File: src/rtl/cargador_baterias.sv
// Two-battery charger: prescaled charge steps, load draw, one-hot level.
// In: clk rst en_carga tick consumo. Out: A B Sum nivel cargando agotado.
module cargador_baterias #(
  parameter int         PASO_TICKS = 4,
  parameter logic [3:0] A_INI      = 4'd0,
  parameter logic [3:0] B_INI      = 4'd0
) (
  input  logic       clk,
  input  logic       rst,
  input  logic       en_carga,
  input  logic       tick,
  input  logic       consumo,
  output logic [3:0] A,
  output logic [3:0] B,
  output logic [4:0] Sum,
  output logic [4:0] nivel,
  output logic       cargando,
  output logic       agotado
);

  typedef enum logic [1:0] {
    REPOSO,
    CARGA_A,
    CARGA_B,
    LLENO
  } estado_t;

  localparam logic [3:0] PASO_MAX = 4'(PASO_TICKS - 1);
  localparam logic [4:0] SUM_INI  = {1'b0, A_INI} + {1'b0, B_INI};

  function automatic logic [4:0] nivel_de(input logic [4:0] s);
    logic [4:0] n;
    n = 5'b10000;
    unique case (1'b1)
      (s <= 5'd5):                 n = 5'b00001;
      (s >= 5'd6  && s <= 5'd11):  n = 5'b00010;
      (s >= 5'd12 && s <= 5'd17):  n = 5'b00100;
      (s >= 5'd18 && s <= 5'd23):  n = 5'b01000;
      default:                     n = 5'b10000;
    endcase
    return n;
  endfunction

  estado_t    estado;
  estado_t    estado_nx;
  estado_t    destino;
  logic [3:0] presc;
  logic [3:0] presc_nx;
  logic [3:0] a_nx;
  logic [3:0] b_nx;
  logic [4:0] sum_nx;
  logic       en_carg;
  logic       paso;
  logic       vacio;
  logic       cons_ok;
  logic       cons_a;
  logic       cons_b;
  logic       carga_a;
  logic       carga_b;

  always_comb begin
    en_carg = (estado == CARGA_A) || (estado == CARGA_B);
    paso    = en_carg && en_carga && tick && (presc == PASO_MAX);
    vacio   = (A == 4'd0) && (B == 4'd0);
    cons_ok = consumo && !vacio;
    // Draw from the fuller battery; a tie draws from B.
    cons_a  = cons_ok && (A > B);
    cons_b  = cons_ok && !(A > B);
    carga_a = paso && (estado == CARGA_A);
    carga_b = paso && (estado == CARGA_B);
  end

  // A step and a draw landing on the same battery cancel out.
  always_comb begin
    a_nx = A;
    b_nx = B;
    if (carga_a && !cons_a && A != 4'd15)
      a_nx = A + 4'd1;
    else if (cons_a && !carga_a)
      a_nx = A - 4'd1;
    if (carga_b && !cons_b && B != 4'd15)
      b_nx = B + 4'd1;
    else if (cons_b && !carga_b)
      b_nx = B - 4'd1;
    sum_nx = {1'b0, a_nx} + {1'b0, b_nx};
  end

  // Target selection always looks at the updated charges.
  always_comb begin
    destino   = (a_nx <= b_nx) ? CARGA_A : CARGA_B;
    estado_nx = estado;
    if (!en_carga) begin
      estado_nx = REPOSO;
    end else begin
      unique case (estado)
        REPOSO, LLENO: begin
          if (sum_nx < 5'd30)
            estado_nx = destino;
        end
        CARGA_A, CARGA_B: begin
          if (a_nx == 4'd15 && b_nx == 4'd15)
            estado_nx = LLENO;
          else
            estado_nx = destino;
        end
        default: estado_nx = REPOSO;
      endcase
    end
  end

  always_comb begin
    presc_nx = presc;
    if (!en_carg || estado_nx == REPOSO ||
        estado_nx == LLENO)
      presc_nx = 4'd0;
    else if (tick && en_carga)
      presc_nx = paso ? 4'd0 : presc + 4'd1;
  end

  always_ff @(posedge clk) begin
    if (rst) begin
      estado   <= REPOSO;
      presc    <= 4'd0;
      A        <= A_INI;
      B        <= B_INI;
      Sum      <= SUM_INI;
      nivel    <= nivel_de(SUM_INI);
      cargando <= 1'b0;
      agotado  <= 1'b0;
    end else begin
      estado   <= estado_nx;
      presc    <= presc_nx;
      A        <= a_nx;
      B        <= b_nx;
      Sum      <= sum_nx;
      nivel    <= nivel_de(sum_nx);
      cargando <= (estado_nx == CARGA_A) ||
                  (estado_nx == CARGA_B);
      agotado  <= consumo && vacio;
    end
  end

endmodule

File: config.mk
export PLATFORM = sky130hd
export DESIGN_NAME = cargador_baterias
export DESIGN_NICKNAME = d
export VERILOG_FILES = /design/src/rtl/cargador_baterias.sv
export SDC_FILE = /design/constraint.sdc
export NUM_CORES = 1
export LEC_CHECK = 0
export CAP_MARGIN = 20
export CELL_PAD_IN_SITES_DETAIL_PLACEMENT = 1
export CELL_PAD_IN_SITES_GLOBAL_PLACEMENT = 1
export CORE_ASPECT_RATIO = 0.6
export CORE_UTILIZATION = 32
export DETAILED_ROUTE_END_ITERATION = 12
export GPL_ROUTABILITY_DRIVEN = 0
export PLACE_DENSITY = 0.65
export SLEW_MARGIN = 15
export SYNTH_ARGS = -nofsm -noshare
export SYNTH_HDL_FRONTEND = slang
export SYNTH_SLANG_ARGS = --single-unit
File: constraint.sdc
create_clock -name clk -period 9.1 [get_ports clk]
set_input_delay 1.82 -clock clk [delete_from_list [all_inputs] [get_ports clk]]
set_output_delay 1.82 -clock clk [all_outputs]
set_load 0.02 [all_outputs]
### Clock wires, drivers and flops, run 1

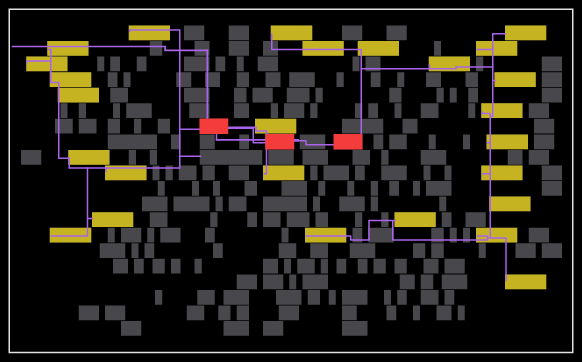
Purple is clock wires, length 379 µm. Red is cells driving clock nets, count 3. Yellow is flip-flops, count 26.
There are 4 routed clock nets.

### Gate-type map, run 1

Bar = 20 µm.
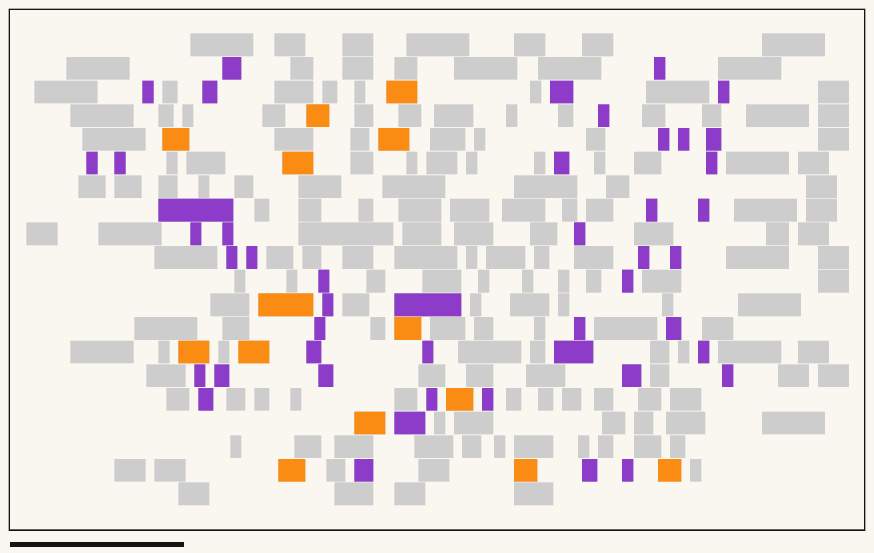
Orange is AND-OR and OR-AND gates, cells 14. Purple is NOR gates, cells 47.

### Routed metal, one color a layer, run 1

Bar = 20 µm.
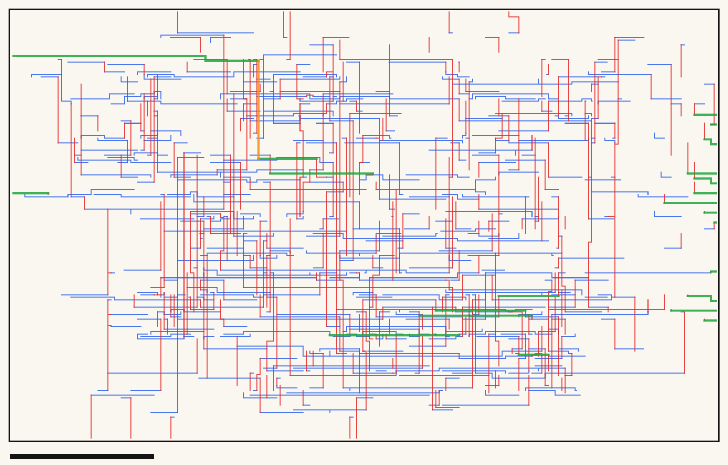
Blue is met1, wire length 2690 µm. Orange is met4, wire length 13.6 µm. Red is met2, wire length 1820 µm. Green is met3, wire length 159 µm.

==> deck_impl_summary.md, run 1 <==
Flow Results at a Glance

Outcome
  – Outcome: finished with violations
  – Failing checks: design-rule violations

Cells and area
  – Fraction of area in registers: 24.1%
  – Fillers: 633
  – Antenna fix cells: 0
  – Mi-comb count: 156
  – Layout cells sized above 1: 9.91%
  – Comb area: 1160 µm²
  – Combinational share of cell area: 53.7%
  – Most frequent logic cell in the layout: nor2_1
  – Final-layout clock-cell area share: 3.30%
  – Top cell category: multi-input combinational cells
  – Non-filler instance count after layout: 298
  – Non-clock inverters: 21

Timing
  – Slew Viols, Final: 0
  – Final hold viol count: 0
  – RSZ-0062 raised after global routing: false

Job
  – Max-Cap Viols: 0

Critical path
  – Crit path capture: presc[2]
  – Crit path DRT: 9.31 ns
  – CP max stage cell: or4_1
  – Worst Path Arrival: 7.16 ns
  – Setup CP Type: input pin to flop
  – Max stage delay on crit path: 0.56 ns

GRT
  – Global Route met1 Usage: 27.0%
  – Initial antenna violation count: 0

Synth
  – Adder-Cell Fraction of Synth Area: 16.6%
  – Number of library cell types mapped by synthesis: 59
  – Dominant comb cell: simple AND/OR/NAND/NOR gates
  – Post-synth seq share: 29.3%

Clocking
  – Quantity of hold-fixing buffers added after cts: 0
  – Setup bufs post-CTS: 0
  – Clock root cell: clkbuf_8
  – H-tree Lvls: 1
  – CTS tree: yes

Hold path
  – Hold_sp: presc[1]
  – Worst hold stages: 2
  – HP Class: flop to flop

Routing
  – DRC Markers: 3
  – M1 WL: 2690 µm
  – First-pass DRT Iterations: 10
  – Post-Route WL: 4690 µm
  – Wirelength per Cell: 15.7 µm

Die
  – Die footprint: 5870 µm²
==> run 2: changes to the inputs <==
- clock period: 9.1 -> 6.7 ns (I/O delays scaled with it)
==> run 2 against run 1 <==
Against the previous run: the flow still finishes with violations (design-rule violations); clock skew decreased by 0.0055 ns; critical path depth stayed put; core utilization grew 0.12 points; critical path type unchanged; global-route usage fell by 0.32 points; design area rose by 0.29%.
==> deck_impl_summary.md, run 2 <==
Flow Results at a Glance

Outcome
  – Outcome: finished with violations
  – Failing checks: design-rule violations

Synth
  – Number of library cell types mapped by synthesis: 59 (unchanged)
  – Dominant comb cell: simple AND/OR/NAND/NOR gates
  – Post-synth seq share: 29.3% (unchanged)
  – Adder-Cell Fraction of Synth Area: 16.6% (unchanged)

Routing
  – Post-Route WL: 4570 µm (-2.5%)
  – DRC Markers: 3 (unchanged)
  – M1 WL: 2640 µm (-1.9%)

Critical path
  – Setup CP Type: input pin to flop
  – CP max stage cell: or4_1
  – Crit path capture: presc[2]
  – Max stage delay on crit path: 0.57 ns (about the same)

Clocking
  – CTS tree: yes
  – Quantity of hold-fixing buffers added after cts: 0 (unchanged)
  – H-tree Lvls: 1 (unchanged)
  – Clock root cell: clkbuf_8

Hold path
  – Hold_sp: presc[1]
  – HP Class: flop to flop
  – Worst hold stages: 2 (unchanged)

Timing
  – Final hold viol count: 0 (unchanged)
  – Slew Viols, Final: 0 (unchanged)

Cells and area
  – Final-layout clock-cell area share: 2.54% (-0.76 points)
  – Comb area: 1160 µm² (unchanged)
  – Combinational share of cell area: 53.6% (-0.16 points)
  – Fillers: 630 (-0.47%)
  – Mi-comb count: 156 (unchanged)
  – Non-clock inverters: 21 (unchanged)
  – Top cell category: multi-input combinational cells

GRT
  – Initial antenna violation count: 0 (unchanged)
  – Global Route met1 Usage: 26.6% (-0.39 points)

Die
  – Die footprint: 5870 µm² (unchanged)
### Routed metal, one color a layer, run 2

Bar = 20 µm.
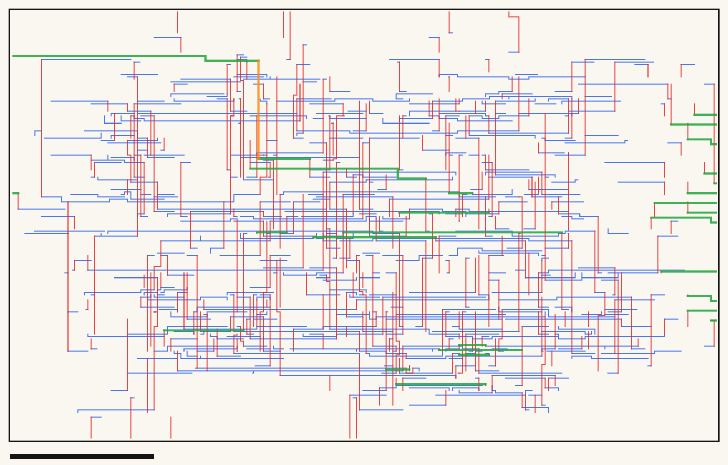
Blue is met1, wire length 2640 µm. Red is met2, wire length 1680 µm. Green is met3, wire length 240 µm. Orange is met4, wire length 13.6 µm.

==> run 3: changes to the inputs <==
- GPL_TIMING_DRIVEN: default -> 0
==> run 3 against run 2 <==
Against the previous run: the flow still finishes with violations (design-rule violations); wire length increased by 2.1%; maximum frequency is 1.9% lower; global-route usage increased by 0.50 points; sequential share of layout area hardly changed; core utilization about the same; highest routed layer unchanged.
==> deck_impl_summary.md, run 3 <==
Flow Results at a Glance

Outcome
  – Outcome: finished with violations
  – Failing checks: design-rule violations

Cells and area
  – Final-layout clock-cell area share: 3.29% (+0.75 points)
  – Mi-comb count: 156 (unchanged)
  – Signal buffers: 27
  – Top cell category: multi-input combinational cells
  – Comb area: 1170 µm² (+0.65%)
  – NumNets Final: 263
  – Non-clock inverters: 21 (unchanged)
  – Combinational share of cell area: 53.9% (+0.32 points)

Place
  – Input/output buffers: 23

Timing
  – Final hold viol count: 0 (unchanged)
  – Slew Viols, Final: 0 (unchanged)

Synth
  – Post-synth seq share: 29.3% (unchanged)
  – Leading post-synthesis cells by instance count: 30 x nor2_1, 26 x dfxtp_1, 22 x ha_1
  – Dominant comb cell: simple AND/OR/NAND/NOR gates
  – #FFs+latches synth: 26
  – Adder-Cell Fraction of Synth Area: 16.6% (unchanged)

Critical path
  – CP max stage cell: or4_1
  – Crit path DRT: 6.92 ns
  – Max stage delay on crit path: 0.56 ns (about the same)
  – Worst r2r src: B[1]
  – Setup CP Type: input pin to flop
  – Crit path capture: presc[3]

GRT
  – Global Route met1 Usage: 27.2% (+0.65 points)
  – Initial antenna violation count: 0 (unchanged)
  – Met2 Use GR: 23.2%

Clocking
  – Clock root cell: clkbuf_8
  – H-tree Lvls: 1 (unchanged)
  – Quantity of hold-fixing buffers added after cts: 0 (unchanged)
  – CTS tree: yes

Die
  – Die footprint: 5870 µm² (unchanged)

Hold path
  – Hold_sp: presc[1]
  – Worst hold stages: 2 (unchanged)

Routing
  – Post-Route WL: 4670 µm (+2.1%)
  – DRC Markers: 4 (+1)
### Clock wires, drivers and flops, run 3

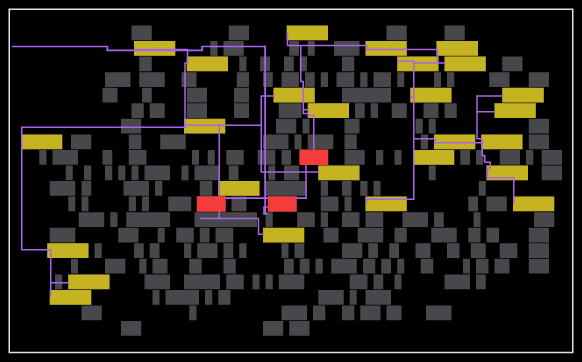
Red is cells driving clock nets, count 3. Purple is clock wires, length 411 µm. Yellow is flip-flops, count 26.
There are 4 routed clock nets.

